==> src/rtl/axis_fifo_reader.sv <==
// Drains a standard-mode native FIFO read port into an AXI-Stream master through a small skid buffer.
// Optional: define AXIS_FIFO_READER_FRAME_COUNT_EN to add the m_frame_count port and counter.
module axis_fifo_reader #(
  parameter int C_DATA_WIDTH   = 32,
  parameter int C_HAS_KEEP     = 0,
  parameter int C_HAS_LAST     = 1,
  parameter int C_READ_LATENCY = 1,
  localparam int C_KEEP_WIDTH  = C_DATA_WIDTH / 8,
  localparam int C_FIFO_WIDTH  = C_DATA_WIDTH + ((C_HAS_KEEP != 0) ? C_KEEP_WIDTH : 0)
                                 + ((C_HAS_LAST != 0) ? 1 : 0)
) (
  input  logic                    clk,
  input  logic                    rst,
  input  logic                    f_empty,
  output logic                    f_rd_en,
  input  logic [C_FIFO_WIDTH-1:0] f_dout,
  output logic [C_DATA_WIDTH-1:0] m_axis_tdata,
  output logic [C_KEEP_WIDTH-1:0] m_axis_tkeep,
  output logic                    m_axis_tlast,
  output logic                    m_axis_tvalid,
  input  logic                    m_axis_tready
`ifdef AXIS_FIFO_READER_FRAME_COUNT_EN
  ,
  output logic [31:0]             m_frame_count
`endif
);

  localparam int DEPTH = C_READ_LATENCY + 1;
  localparam int PTR_W = (DEPTH > 1) ? $clog2(DEPTH) : 1;
  localparam int OCC_W = $clog2(DEPTH + 1);

  logic [C_READ_LATENCY-1:0] rd_pipe;
  logic [PTR_W-1:0]          head;
  logic [PTR_W-1:0]          tail;
  logic [OCC_W-1:0]          occupancy;
  logic [OCC_W-1:0]          inflight;
  logic [C_DATA_WIDTH-1:0]   data_mem [DEPTH];
  logic [C_KEEP_WIDTH-1:0]   keep_mem [DEPTH];
  logic                      last_mem [DEPTH];

  logic                    pop;
  logic                    capture;
  logic [C_DATA_WIDTH-1:0] word_data;
  logic [C_KEEP_WIDTH-1:0] word_keep;
  logic                    word_last;

  assign word_data = f_dout[C_DATA_WIDTH-1:0];

  generate
    if (C_HAS_KEEP != 0) begin : g_keep
      assign word_keep = f_dout[C_DATA_WIDTH +: C_KEEP_WIDTH];
    end else begin : g_no_keep
      assign word_keep = '1;
    end
    if (C_HAS_LAST != 0) begin : g_last
      assign word_last = f_dout[C_FIFO_WIDTH-1];
    end else begin : g_no_last
      assign word_last = 1'b1;
    end
  endgenerate

  assign capture       = rd_pipe[C_READ_LATENCY-1];
  assign m_axis_tvalid = (occupancy != '0);
  assign pop           = m_axis_tvalid & m_axis_tready;

  always_comb begin
    inflight = '0;
    for (int i = 0; i < C_READ_LATENCY; i++) begin
      inflight = inflight + OCC_W'(rd_pipe[i]);
    end
  end

  // Only pop upstream when the buffer is guaranteed a free slot for the word when it lands.
  assign f_rd_en = ~f_empty &
                   ((int'(occupancy) + int'(inflight) - int'(pop)) < DEPTH);

  assign m_axis_tdata = data_mem[head];
  assign m_axis_tkeep = keep_mem[head];
  assign m_axis_tlast = (C_HAS_LAST != 0) ? last_mem[head] : 1'b1;

  always_ff @(posedge clk or posedge rst) begin
    if (rst) begin
      rd_pipe   <= '0;
      head      <= '0;
      tail      <= '0;
      occupancy <= '0;
      for (int i = 0; i < DEPTH; i++) begin
        data_mem[i] <= '0;
        keep_mem[i] <= '1;
        last_mem[i] <= 1'b0;
      end
    end else begin
      rd_pipe <= (rd_pipe << 1) | C_READ_LATENCY'(f_rd_en);
      if (capture) begin
        data_mem[tail] <= word_data;
        keep_mem[tail] <= word_keep;
        last_mem[tail] <= word_last;
        tail <= (tail == PTR_W'(DEPTH - 1)) ? '0 : tail + 1'b1;
      end
      if (pop) begin
        head <= (head == PTR_W'(DEPTH - 1)) ? '0 : head + 1'b1;
      end
      case ({capture, pop})
        2'b10:   occupancy <= occupancy + 1'b1;
        2'b01:   occupancy <= occupancy - 1'b1;
        default: occupancy <= occupancy;
      endcase
    end
  end

`ifdef AXIS_FIFO_READER_FRAME_COUNT_EN
  always_ff @(posedge clk or posedge rst) begin
    if (rst) begin
      m_frame_count <= '0;
    end else if (pop && m_axis_tlast) begin
      m_frame_count <= m_frame_count + 32'd1;
    end
  end
`endif

endmodule

==> config.mk <==
export PLATFORM = sky130hd
export DESIGN_NAME = axis_fifo_reader
export DESIGN_NICKNAME = d
export VERILOG_FILES = /design/src/rtl/axis_fifo_reader.sv
export SDC_FILE = /design/constraint.sdc
export NUM_CORES = 1
export LEC_CHECK = 0
export CORE_UTILIZATION = 51
export DETAILED_ROUTE_END_ITERATION = 10
export PLACE_DENSITY = 0.8
export SLEW_MARGIN = 0
export SYNTH_ARGS = -nofsm -noshare
export SYNTH_HDL_FRONTEND = slang
export SYNTH_SLANG_ARGS = --single-unit
==> constraint.sdc <==
create_clock -name clk -period 2.8 [get_ports clk]
set_input_delay 0.56 -clock clk [delete_from_list [all_inputs] [get_ports clk]]
set_output_delay 0.56 -clock clk [all_outputs]
set_load 0.05 [all_outputs]
==> results.json <==
{
  "outcome": "finished clean",
  "startpoint_type": "flop",
  "clk_pin_slew_worst_paths_ps": 80,
  "top_logic_kind": "multiplexers",
  "layout.nonclk_buf_frac": 0.184,
  "arrival_ps": 2140,
  "grt.busiest_layer": "met2",
  "route.met3.wl_um": 327,
  "top_area_cell": "dfrtp_1",
  "rsz0062_at_grt": "false",
  "syn_inst": 228,
  "gp_congestion": 0.689,
  "period_used_share": 0.964,
  "fillers": 485,
  "taps": 96,
  "tritoncts": "built",
  "comb_cells": 133,
  "hpwlAfterDp_um": 4450,
  "crit_path_end_kind": "primary output",
  "grt_max_degree": 38,
  "n_all_buffers": 88,
  "yosysWarnings": 0,
  "drv_slew": 0,
  "drt_first_pass_iters": 4,
  "logic_area_um2": 1510,
  "antenna_cells": 0,
  "wl_met1_um": 3010,
  "crit_fanout": 2,
  "fin_worst_skew_ps": 10.7,
  "drc": 0,
  "ys_cells": 228,
  "synth-adder-area-share": 0.0124,
  "drt_iter0_drc": 52,
  "max_slew.worst_pin.slew_ps": 546,
  "top_cell": "mux2_2",
  "postRouteAntennaNets": 0,
  "syn_nets": 268,
  "top_layer": "met4",
  "yosys_register_bits": 79,
  "inv_count": 4,
  "setup_viol": 0,
  "clockBufferCount": 10,
  "async_reset_ff_frac": 1.00,
  "ys_sh_aoi": 0.00829,
  "netlist_area_um2": 3620,
  "ys_types": 24,
  "dominant_cells": "sequential cells",
  "clk_root_buffer_cell": "clkbuf_8",
  "cts.path.max_buffers": 2,
  "grt_pass1_vias": 2377,
  "final.setup.tns_ps": 0,
  "slew_headroom": 0.636,
  "clkLatencyLatePin_ps": 350,
  "met2_usage": 0.347,
  "top_area_frac": 0.491,
  "holdWs_ps": 496,
  "nets": 355,
  "numPortBuffers": 75,
  "min_path_type": "flop to flop",
  "clock_area_frac": 0.0450,
  "cts_resized": 6,
  "ios": 76,
  "ys_top_cells_by_count": "mux2_2 (77), dfrtp_1 (71), mux2_4 (26)",
  "hold_depth": 1,
  "post-route-min-period_ps": 2700,
  "avgSynthCellArea_um2": 15.9,
  "postCtsHoldBufs": 0,
  "edf_count": 0,
  "fmax_mhz": 370,
  "regArea_um2": 1990,
  "comb_area_frac": 0.321,
  "met1_usage": 0.263,
  "synth_seq_share": 0.549,
  "lay_top_count": "mux2_2",
  "synth-main-ff-cell": "dfrtp_1",
  "ys_sh_xor": 0.0121,
  "design.die.area_um2": 7440,
  "antenna_found_initial": 0,
  "dieHeight_um": 86.3
}
[logic make-up (layout without fill, tap and decap cells)]
| family | count (synthesis) | count (layout) |
|---|---|---|
| buf+inv | 16 | 108 |
| compound gates | 4 | 4 |
| simple gates | 17 | 17 |
| flops | 79 | 79 |
| mux | 104 | 104 |
| xor+xnor | 5 | 5 |
| fa+ha+maj | 3 | 3 |
[worst paths after layout]
check	to	slack (ps)	startpoint
worst max-delay path	f_rd_en	100	occupancy[0]$_DFFE_PP0N_
worst min-delay path	keep_mem[3]$_DFFE_PP1P_	500	keep_mem[3]$_DFFE_PP1P_
worst max register to register	capture$_DFF_PP0_	1050	occupancy[0]$_DFFE_PP0N_
worst min register to register	keep_mem[3]$_DFFE_PP1P_	500	keep_mem[3]$_DFFE_PP1P_
max in group asynchronous	keep_mem[2]$_DFFE_PP1P_	1520	rst
min in group asynchronous	data_mem[42]$_DFFE_PP0P_	590	rst
[critical path, cell delays in order (launching register included)]
cell and delay, ps:
dfrtp_2 420, or2_2 340, nand2_2 100, nor2_2 50, fa_2 340, xnor2_1 140, a31o_4 260, buf_12 140
[per-stage QoR]
step | cells | util | setup WS [ps] | area (µm²)
6_report | 416 | 0.691 | 101 | 4720
5_1_grt | 416 | 0.691 | 3.52 | 4720
4_1_cts | 416 | 0.690 | 62.0 | 4710
3_5_place_dp | 397 | 0.653 | -73.1 | 4460
3_3_place_gp | 397 | 0.653 | -19.7 | 4460
2_1_floorplan | 228 | - | 230 | 3620
[registers in the layout, indices dropped and copies added (netlist names)]
name       cells
last_mem       2
keep_mem       8
occupancy      2
data_mem      64
head           1
tail           1
capture        1
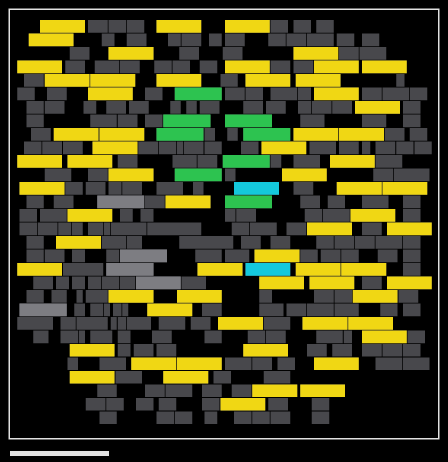
*Sequential cells grouped by signal name*
Scale bar: 20 µm. Other sequential cells in the stronger gray, the rest of the logic in the fainter gray.
Key: yellow = data_mem [placed flops 64, where spread over the die]; cyan = last_mem [placed flops 2]; green = keep_mem [placed flops 8]
Another 5 sequential cells are not colored.
sequential portion of the cell area: 0.422
final core occ: 0.691

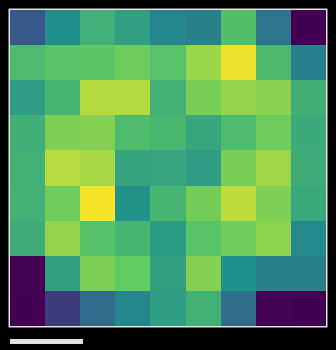
*Placement density heat map*
Scale bar: 20 µm. 9 x 9 tiles, from dark purple (low) to yellow (high), 0 to 100% covered.
32% of the tiles are over 75% full. The fullest tile reaches 99%. 6.2% of the tiles are nearly empty. The mean over all tiles is 62%.
core box area: 6830 µm²
Floorplan Utilization: 0.530

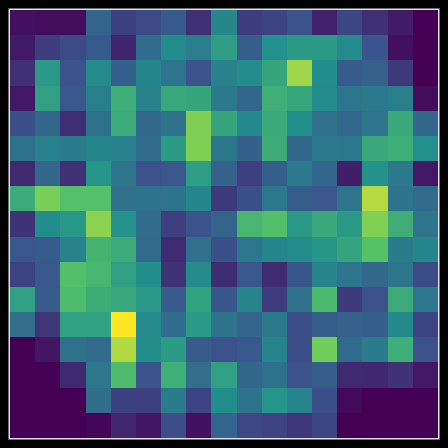
*Routed metal per tile*
17 x 17 tiles, from dark purple (low) to yellow (high), scaled to the fullest tile. Values are wire area over tile area, all layers added.
The emptiest ninth of the die: south-east. 6.9% of the tiles are nearly empty. The mean over all tiles is 0.15.
Vias: 2086
drt wl/cell: 16.7 µm
DRT Wirelength: 6950 µm
Total GRT Usage: 0.210

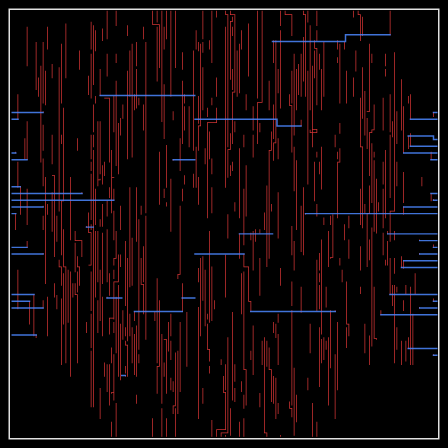
*Routed metal, one color a layer*
Only two layers are drawn.
Key: red = met2 [wire length 3520 µm]; blue = met3 [wire length 327 µm]

